--- config.mk ---
export PLATFORM = sky130hd
export DESIGN_NAME = keypad_matrix_scanner
export DESIGN_NICKNAME = d
export VERILOG_FILES = /design/src/rtl/keypad_matrix_scanner.sv
export SDC_FILE = /design/constraint.sdc
export NUM_CORES = 1
export LEC_CHECK = 0
export CAP_MARGIN = 20
export CORE_ASPECT_RATIO = 0.75
export CORE_MARGIN = 5
export CORE_UTILIZATION = 30
export DETAILED_ROUTE_END_ITERATION = 16
export HOLD_SLACK_MARGIN = 0.08
export PLACE_DENSITY = 0.47
export RECOVER_POWER = 100
export REMOVE_ABC_BUFFERS = 1
export SETUP_SLACK_MARGIN = 0.2
export SYNTH_ARGS = -nofsm -noshare
export SYNTH_HDL_FRONTEND = slang
export SYNTH_SLANG_ARGS = --single-unit
--- constraint.sdc ---
create_clock -name clk -period 2.25 [get_ports clk]
set_input_delay 0.45 -clock clk [delete_from_list [all_inputs] [get_ports clk]]
set_output_delay 0.45 -clock clk [all_outputs]
set_load 0.03 [all_outputs]
--- src/rtl/keypad_matrix_scanner.sv ---
// ============================================================================
// Module   : keypad_matrix_scanner
// Purpose  : Debounced ROWS x COLS keypad scanner with press/release pulses.
// Revision : 1.0
// ============================================================================
`timescale 1ns/1ps
`default_nettype none

module keypad_matrix_scanner #(
    parameter int ROWS     = 4,
    parameter int COLS     = 4,
    parameter int DIV      = 100,
    parameter int DEBOUNCE = 4,
    parameter int RW       = $clog2(ROWS + 1),
    parameter int CW       = $clog2(COLS + 1),
    parameter int KW       = $clog2(ROWS * COLS)
) (
    input  logic            clk,
    input  logic            rst_n,
    input  logic [ROWS-1:0] row_b,
    output logic [COLS-1:0] col,
    output logic [RW-1:0]   row_idx,
    output logic [CW-1:0]   col_idx,
    output logic [KW-1:0]   key_code,
    output logic            key_valid,
    output logic            key_release,
    output logic            key_held,
    output logic            multi
);

    localparam int TW  = $clog2(DIV);
    localparam int CIW = $clog2(COLS);
    localparam int DW  = $clog2(DEBOUNCE + 1);

    localparam logic [COLS-1:0] ONE_HOT0 = COLS'(1);
    localparam logic [RW-1:0]   ROW_NONE = RW'(ROWS);
    localparam logic [CW-1:0]   COL_NONE = CW'(COLS);

    typedef enum logic [1:0] {
        S_IDLE = 2'd0,
        S_SCAN = 2'd1,
        S_DEB  = 2'd2,
        S_HELD = 2'd3
    } state_t;

    state_t          state_q;
    logic [ROWS-1:0] rs_meta_q;
    logic [ROWS-1:0] rs_q;
    logic [TW-1:0]   tcnt_q;
    logic [TW-1:0]   tcnt_d;
    logic            tick;
    logic [CIW-1:0]  c_q;
    logic [ROWS-1:0] pat_q;
    logic [DW-1:0]   dcnt_q;
    logic [DW-1:0]   rc_q;
    logic [COLS-1:0] col_q;
    logic [RW-1:0]   row_idx_q;
    logic [CW-1:0]   col_idx_q;
    logic [KW-1:0]   key_code_q;
    logic            key_valid_q;
    logic            key_release_q;
    logic            key_held_q;
    logic            multi_q;

    logic [RW-1:0]   hit_row;
    logic [KW-1:0]   hit_code;
    logic            hit_multi;

    function automatic logic [COLS-1:0] f_strobe(input logic [CIW-1:0] idx);
        f_strobe = ~(ONE_HOT0 << idx);
    endfunction

    function automatic logic [RW-1:0] f_low_row(input logic [ROWS-1:0] p);
        f_low_row = ROW_NONE;
        for (int i = ROWS - 1; i >= 0; i--) begin
            if (!p[i]) f_low_row = RW'(i);
        end
    endfunction

    function automatic logic f_many(input logic [ROWS-1:0] p);
        int n;
        n = 0;
        for (int i = 0; i < ROWS; i++) begin
            if (!p[i]) n++;
        end
        f_many = (n > 1);
    endfunction

    always_ff @(posedge clk or negedge rst_n) begin
        if (!rst_n) begin
            rs_meta_q <= '1;
            rs_q      <= '1;
        end else begin
            rs_meta_q <= row_b;
            rs_q      <= rs_meta_q;
        end
    end

    assign tick   = (tcnt_q == TW'(DIV - 1));
    assign tcnt_d = tick ? '0 : tcnt_q + 1'b1;

    always_ff @(posedge clk or negedge rst_n) begin
        if (!rst_n) tcnt_q <= '0;
        else        tcnt_q <= tcnt_d;
    end

    always_comb begin
        hit_row   = f_low_row(pat_q);
        hit_multi = f_many(pat_q);
        hit_code  = KW'(int'(hit_row) * COLS + int'(c_q));
    end

    // The strobed column stays driven from SCAN through HELD so the same key
    // keeps being sensed until it is released.
    always_ff @(posedge clk or negedge rst_n) begin
        if (!rst_n) begin
            state_q       <= S_IDLE;
            c_q           <= '0;
            pat_q         <= '1;
            dcnt_q        <= '0;
            rc_q          <= '0;
            col_q         <= '0;
            row_idx_q     <= ROW_NONE;
            col_idx_q     <= COL_NONE;
            key_code_q    <= '0;
            key_valid_q   <= 1'b0;
            key_release_q <= 1'b0;
            key_held_q    <= 1'b0;
            multi_q       <= 1'b0;
        end else begin
            key_valid_q   <= 1'b0;
            key_release_q <= 1'b0;
            if (tick) begin
                unique case (state_q)
                    S_IDLE: begin
                        if (rs_q != '1) begin
                            c_q     <= '0;
                            col_q   <= f_strobe('0);
                            state_q <= S_SCAN;
                        end
                    end
                    S_SCAN: begin
                        if (rs_q != '1) begin
                            pat_q   <= rs_q;
                            dcnt_q  <= DW'(1);
                            state_q <= S_DEB;
                        end else if (c_q == CIW'(COLS - 1)) begin
                            col_q   <= '0;
                            state_q <= S_IDLE;
                        end else begin
                            c_q   <= c_q + 1'b1;
                            col_q <= f_strobe(c_q + 1'b1);
                        end
                    end
                    S_DEB: begin
                        if (rs_q == pat_q) begin
                            if (dcnt_q == DW'(DEBOUNCE)) begin
                                state_q     <= S_HELD;
                                rc_q        <= '0;
                                row_idx_q   <= hit_row;
                                col_idx_q   <= CW'(c_q);
                                key_code_q  <= hit_code;
                                multi_q     <= hit_multi;
                                key_valid_q <= 1'b1;
                                key_held_q  <= 1'b1;
                            end else begin
                                dcnt_q <= dcnt_q + 1'b1;
                            end
                        end else begin
                            col_q   <= '0;
                            state_q <= S_IDLE;
                        end
                    end
                    S_HELD: begin
                        if (rs_q == '1) begin
                            if (rc_q == DW'(DEBOUNCE - 1)) begin
                                state_q       <= S_IDLE;
                                col_q         <= '0;
                                key_release_q <= 1'b1;
                                key_held_q    <= 1'b0;
                                row_idx_q     <= ROW_NONE;
                                col_idx_q     <= COL_NONE;
                                multi_q       <= 1'b0;
                            end else begin
                                rc_q <= rc_q + 1'b1;
                            end
                        end else begin
                            rc_q <= '0;
                        end
                    end
                    default: state_q <= S_IDLE;
                endcase
            end
        end
    end

    assign col         = col_q;
    assign row_idx     = row_idx_q;
    assign col_idx     = col_idx_q;
    assign key_code    = key_code_q;
    assign key_valid   = key_valid_q;
    assign key_release = key_release_q;
    assign key_held    = key_held_q;
    assign multi       = multi_q;

endmodule

`default_nettype wire
run_1/metal_density.png
(3 px per µm) The die is cut into 22 by 17 equal tiles; white is low, dark blue is high, scaled to the fullest tile. Values are wire area over tile area, all layers added.
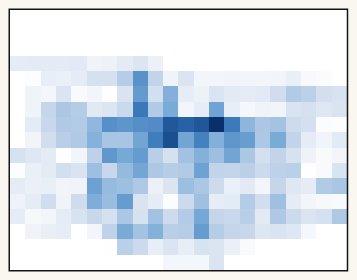
emptiest ninth of the die = upper right
tiles over half the peak = 8.0%
densest ninth of the die = centre
WL/cell: 14.3 µm
final wirelength: 4930 µm
gr usage total: 10.8%

run_1/congestion.png
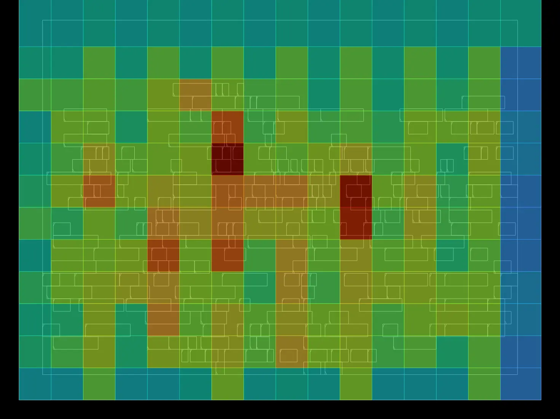
met3 usage: 3.00%
final core utilization: 36.7%
GR Util met2: 14.0%
met1 usage: 16.8%
GRT Max-Usage Layer: met1

==> run notes, run 1 <==
run metrics: worst setup path start col_idx[2], grt ovf 0, Critical Path End col_idx[2], Sink Count between 40 and 50, final worst path period need ~2000 ps, top post-synthesis cells by area dfrtp_1 35%, dfstp_2 16%, ha_1 6.9%, Simple-Gate Area Share between 10% and 20%, initial antenna violation count 0, Met1 Routed Length about 2700 µm, status finished clean, max reg flops 7, Worst Setup Start Kind flop, met3 routed wirelength between 200 and 250 µm, area delta synth->final 21.4%, Max-area cell share 35.1%, initial DRC count roughly 81, Fmax between 400 and 500 MHz, final worst slack 212 ps, H-tree lvl count 2, worst endpoint required time roughly 1800 ps, Cell Area, Synth between 0.002 and 0.0025 mm², Avg Inst Size Synth between 10 and 15 µm², main logic family after synthesis AND-OR/OR-AND gates, Comb/total area a little under two fifths, total die area slightly below 0.01 mm², skew final between 10 and 15 ps, DRC 0, Post-synth top cells 33 x dfrtp_1, 14 x dfstp_2, 14 x inv_1, 13 x ha_1, 11 x nand2_1, Final Cell Area 0.00286 mm², Post-Place Cells ~340, Placement Rows 28, Synth top cell by count dfrtp_1, Gate power share roughly 2.2%, yosys cell count roughly 210, CORE AREA 0.00778 mm², tool warnings 32, post-place setup slack between 150 and 200 ps, Final Hold Viols 0, Placement Cell Area about 0.0027 mm², Worst Tran Pin Value approximately 1100 ps, crit path buf inv count 1, Flop Count approximately 47, vias in the first global route between 1500 and 2000, CP Capture Type output pin, comb pwr 0.0331 mW
run_1/io_fan.png
(4 px per µm)
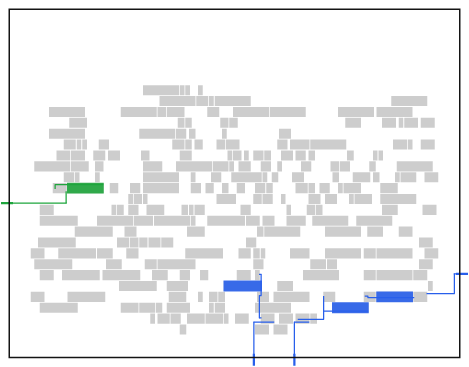
row_idx -> blue  # bits 3, direction output, edge 2 bottom, 1 right, end cells 3, wire 86.0 µm
key_valid -> green  # bits 1, direction output, edge left, end cells 1, wire 29.4 µm
IO Pins: 24
# port buffers: 23

run_1/logic_types.png
(3 px per µm)
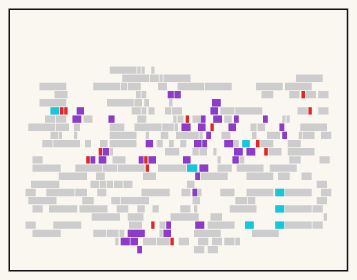

==> run 2: changes to the inputs <==
- CORE_UTILIZATION: 30 -> 56
- GPL_ROUTABILITY_DRIVEN: not set -> 1
- PLACE_DENSITY: 0.47 -> 0.78
run_2/logic_types.png
(4 px per µm)
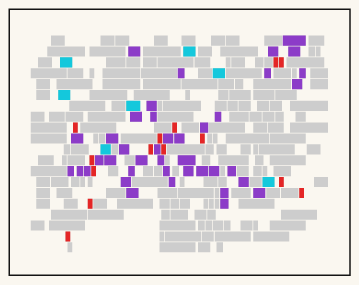
inv cells -> red  # cells 14
aoi and oai cells -> purple  # cells 40
non-inverting ao/oa cells -> cyan  # cells 7
Post-Layout Cell Count: 292
Comb/total area: 38.7%
top logic cell by instance count in the layout: dfrtp_1

==> run 2 against run 1 <==
  * The flow now finishes with violations (max-capacitance violations, max-slew violations)
  * Utilization is 32 points higher
  * Total power rose by 1.2%
  * Highest routed layer unchanged
  * Combinational power decreased by 3%
  * Clock power grew 3%
  * Via count down 1.2%
  * Die area shrank 42%
  * Critical path type is now flop to flop
==> run notes, run 2 <==
run metrics: skew final 9.78 ps (-1.56 ps), total die area 0.00561 mm² (-42%), max reg flops 7 (unchanged), met1 usage 29.2% (+12 points), gr usage total 19.3% (+8.6 points), final wirelength 4760 µm (-3.4%), final core utilization 68.4% (+32 points), Met1 Routed Length 2440 µm (-10%), Max-area cell share 35.1% (unchanged), WL/cell 16.3 µm (+14%), worst endpoint required time 2490 ps (+690 ps), yosys cell count 205 (unchanged), initial antenna violation count 0 (unchanged), Fmax 478 MHz (-2.6%), vias in the first global route 1633 (-0.18%), top post-synthesis cells by area dfrtp_1 35%, dfstp_2 16%, ha_1 6.9%, Via Count around 1600, met3 usage 5.35% (+2.4 points), share of layout cells above drive strength 1 between 15 and 20%, DRC 0 (unchanged), final worst path period need 2090 ps (+54.6 ps), final worst slack 157 ps (-54.6 ps), comb pwr 0.0322 mW (-3%), Post-Place Cells 283 (-16%), Max Cap Viol 1, Simple-Gate Area Share 12.9% (unchanged), Gate power share 2.1% (about the same), Hold Path Depth 0, initial DRC count 147 (+81%), Synth top cell by count dfrtp_1, Reg2Reg Setup Slack between 150 and 200 ps, post-synthesis async set-or-reset flop share 100%, tool warnings 32 (unchanged), Worst R2R End pat_q[2], H-tree lvl count 2 (unchanged), crit path buf inv count 0 (-1), status finished with violations, multi-input gates about 140, Post-Synth XOR/XNOR Area ~3.0%, max-slew violations 31, TritonCTS clock tree done, Post-synth top cells 33 x dfrtp_1, 14 x dfstp_2, 14 x inv_1, 13 x ha_1, 11 x nand2_1, area delta synth->final 17.9%, grt ovf 0 (unchanged), main logic family after synthesis AND-OR/OR-AND gates, worst setup path start tcnt_q[3], violated checks max-capacitance violations, max-slew violations, Cell Area, Synth 0.00235 mm² (unchanged), Placement Rows 20 (-29%), CORE AREA 0.00405 mm² (-48%), Die X roughly 85 µm, # port buffers 23 (unchanged), Post-CTS Setup Bufs 1, Sink Count 47 (unchanged), Worst Tran Pin Value 1530 ps (+419 ps), Flop Count 47 (unchanged), Placement Cell Area 0.00266 mm² (-3.3%), Worst Setup Start Kind flop, met3 routed wirelength 222 µm (-10%), GR Util met2 26.7% (+13 points), seq pwr 0.864 mW, CP Capture Type flop, register area ~0.0012 mm², Non-clock buffer share 9.70%, Avg Inst Size Synth 11.5 µm² (unchanged), Critical Path End pat_q[2], Final Cell Area 0.00277 mm² (-2.9%)
run_2/io_fan.png
(6 px per µm)
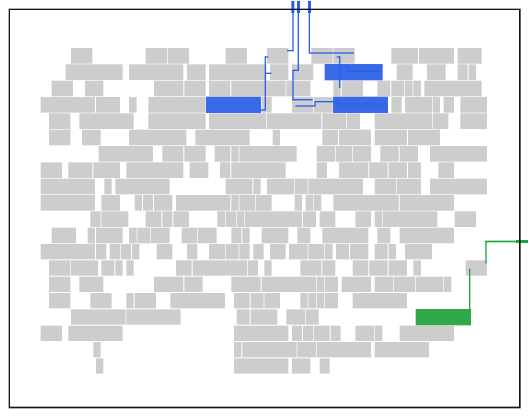

run_2/congestion.png
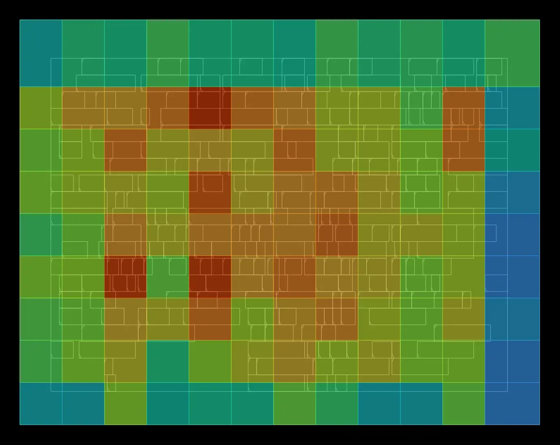

==> run 3: changes to the inputs <==
- CORE_UTILIZATION: 56 -> 51
- PLACE_DENSITY: 0.78 -> 0.75
- clock period: 2.25 -> 1.9 ns (I/O delays scaled with it)
run_3/congestion.png
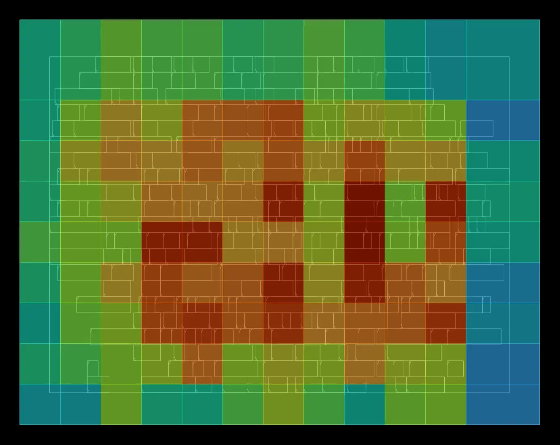
final core utilization: 74.8%
WL/cell: 20.0 µm
met3 usage: 4.28%
GRT Max-Usage Layer: met2

run_3/metal_density.png
(4 px per µm) The die is cut into 18 by 14 equal tiles; white is low, dark blue is high, scaled to the fullest tile. Values are wire area over tile area, all layers added.
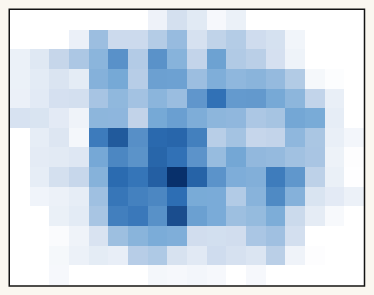
mean over tiles = 0.17
nearly empty tiles = 23%
fullest tile = 0.64
final wirelength: 6570 µm
Via Count: 1935
gr usage total: 22.2%

==> run 3 against run 2 <==
  * The run now ends clean
  * Total power rose by 24%
  * Via count grew 18%
  * Synthesized cell count stayed put
  * Worst hold slack worse by 0.78 ps
  * Largest cell class is now combinational gates
  * Largest power group unchanged
==> run notes, run 3 <==
run metrics: yosys cell count 205 (unchanged), area fraction in mux cells under 10%, GR Util met2 35.8% (+9.2 points), met1 usage 29.7% (+0.53 points), Clk pwr share a little over two fifths, max reg flops 7 (unchanged), Non-clock buffer share 15.8% (+6.1 points), Die X 88.4 µm (+4.2%), Hold Path Depth 0 (unchanged), Synth top cell by count dfrtp_1, sw frac 20.4%, main logic family after synthesis AND-OR/OR-AND gates, CP Capture Type flop, worst r2r path cells 3, Max-area cell share 35.1% (unchanged), status finished clean, initial antenna violation count 0 (unchanged), Cell Area, Synth 0.00235 mm² (unchanged), comb pwr 0.0538 mW (+67%), top post-synthesis cells by area dfrtp_1 35%, dfstp_2 16%, ha_1 6.9%, Mapped Cells 205, share of layout cells above drive strength 1 41.9% (+25 points), multi-input gates 137 (unchanged), total die area 0.00608 mm² (+8.5%), inverter count 14, skew final 8.88 ps (-0.898 ps), Post-CTS Setup Bufs 6 (+5), Placement Cell Area 0.00283 mm² (+6.6%), vias in the first global route 1977 (+21%), Worst R2R End pat_q[0], CORE AREA 0.00447 mm² (+10%), Sink Count 47 (unchanged), synth warn 0, Final setup viols 0, DRC 0 (unchanged), H-tree lvl count 2 (unchanged), area delta synth->final 42.1%, Post-synth top cells 33 x dfrtp_1, 14 x dfstp_2, 14 x inv_1, 13 x ha_1, 11 x nand2_1, final worst slack 68.8 ps (-88.7 ps), Placement Rows 21 (+5.0%), Max Cap Viol 0 (-1), register area 0.00119 mm² (+0.11%), Worst Setup Start Kind flop, Reg2Reg Setup Slack 70 ps (-90 ps), crit path buf inv count 0 (unchanged), Comb/total area 40.8% (+2.1 points), Avg Inst Size Synth 11.5 µm² (unchanged), Fmax 546 MHz (+14%), met3 routed wirelength 267 µm (+20%), Simple-Gate Area Share 12.9% (unchanged), TritonCTS clock tree done, Final Cell Area 0.00334 mm² (+21%), Post-Place Cells 308 (+8.8%), worst endpoint required time 2130 ps (-360 ps), Post-Layout Cell Count 329 (+13%), Worst Tran Pin Value 578 ps (-956 ps), Met1 Routed Length 2840 µm (+16%), max-slew violations 0 (-100%), Flop Count 47 (unchanged), Post-Synth XOR/XNOR Area 2.98% (unchanged), grt ovf 0 (unchanged), tool warnings 34 (+6.3%), Gate power share 2.8% (+0.7 points), # port buffers 23 (unchanged), Critical Path End pat_q[0], final worst path period need 1830 ps (-261 ps)

==> screenshots <==
Clock wires, drivers and flops.
panel A
(6 px per µm)
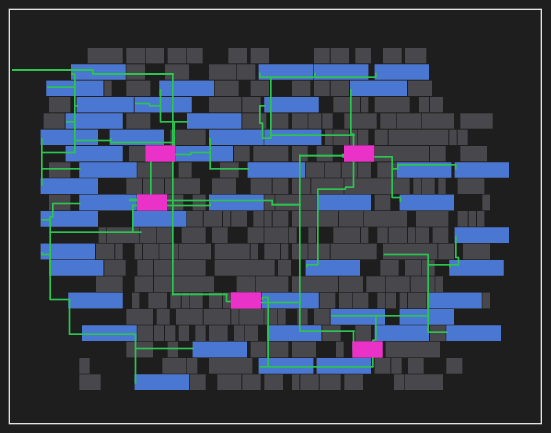
panel B
(4 px per µm)
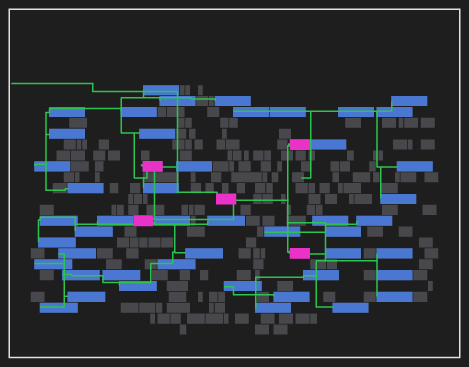
panel C
(6 px per µm)
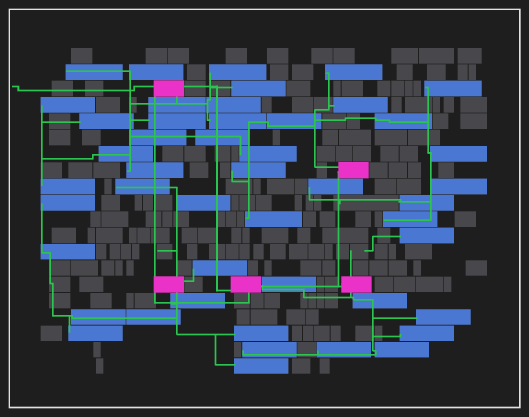
run 1 -> panel B
run 2 -> panel C
run 3 -> panel A
Of these, largest die: panel B

No activity file was given, so power comes from the tool's default toggle rates.
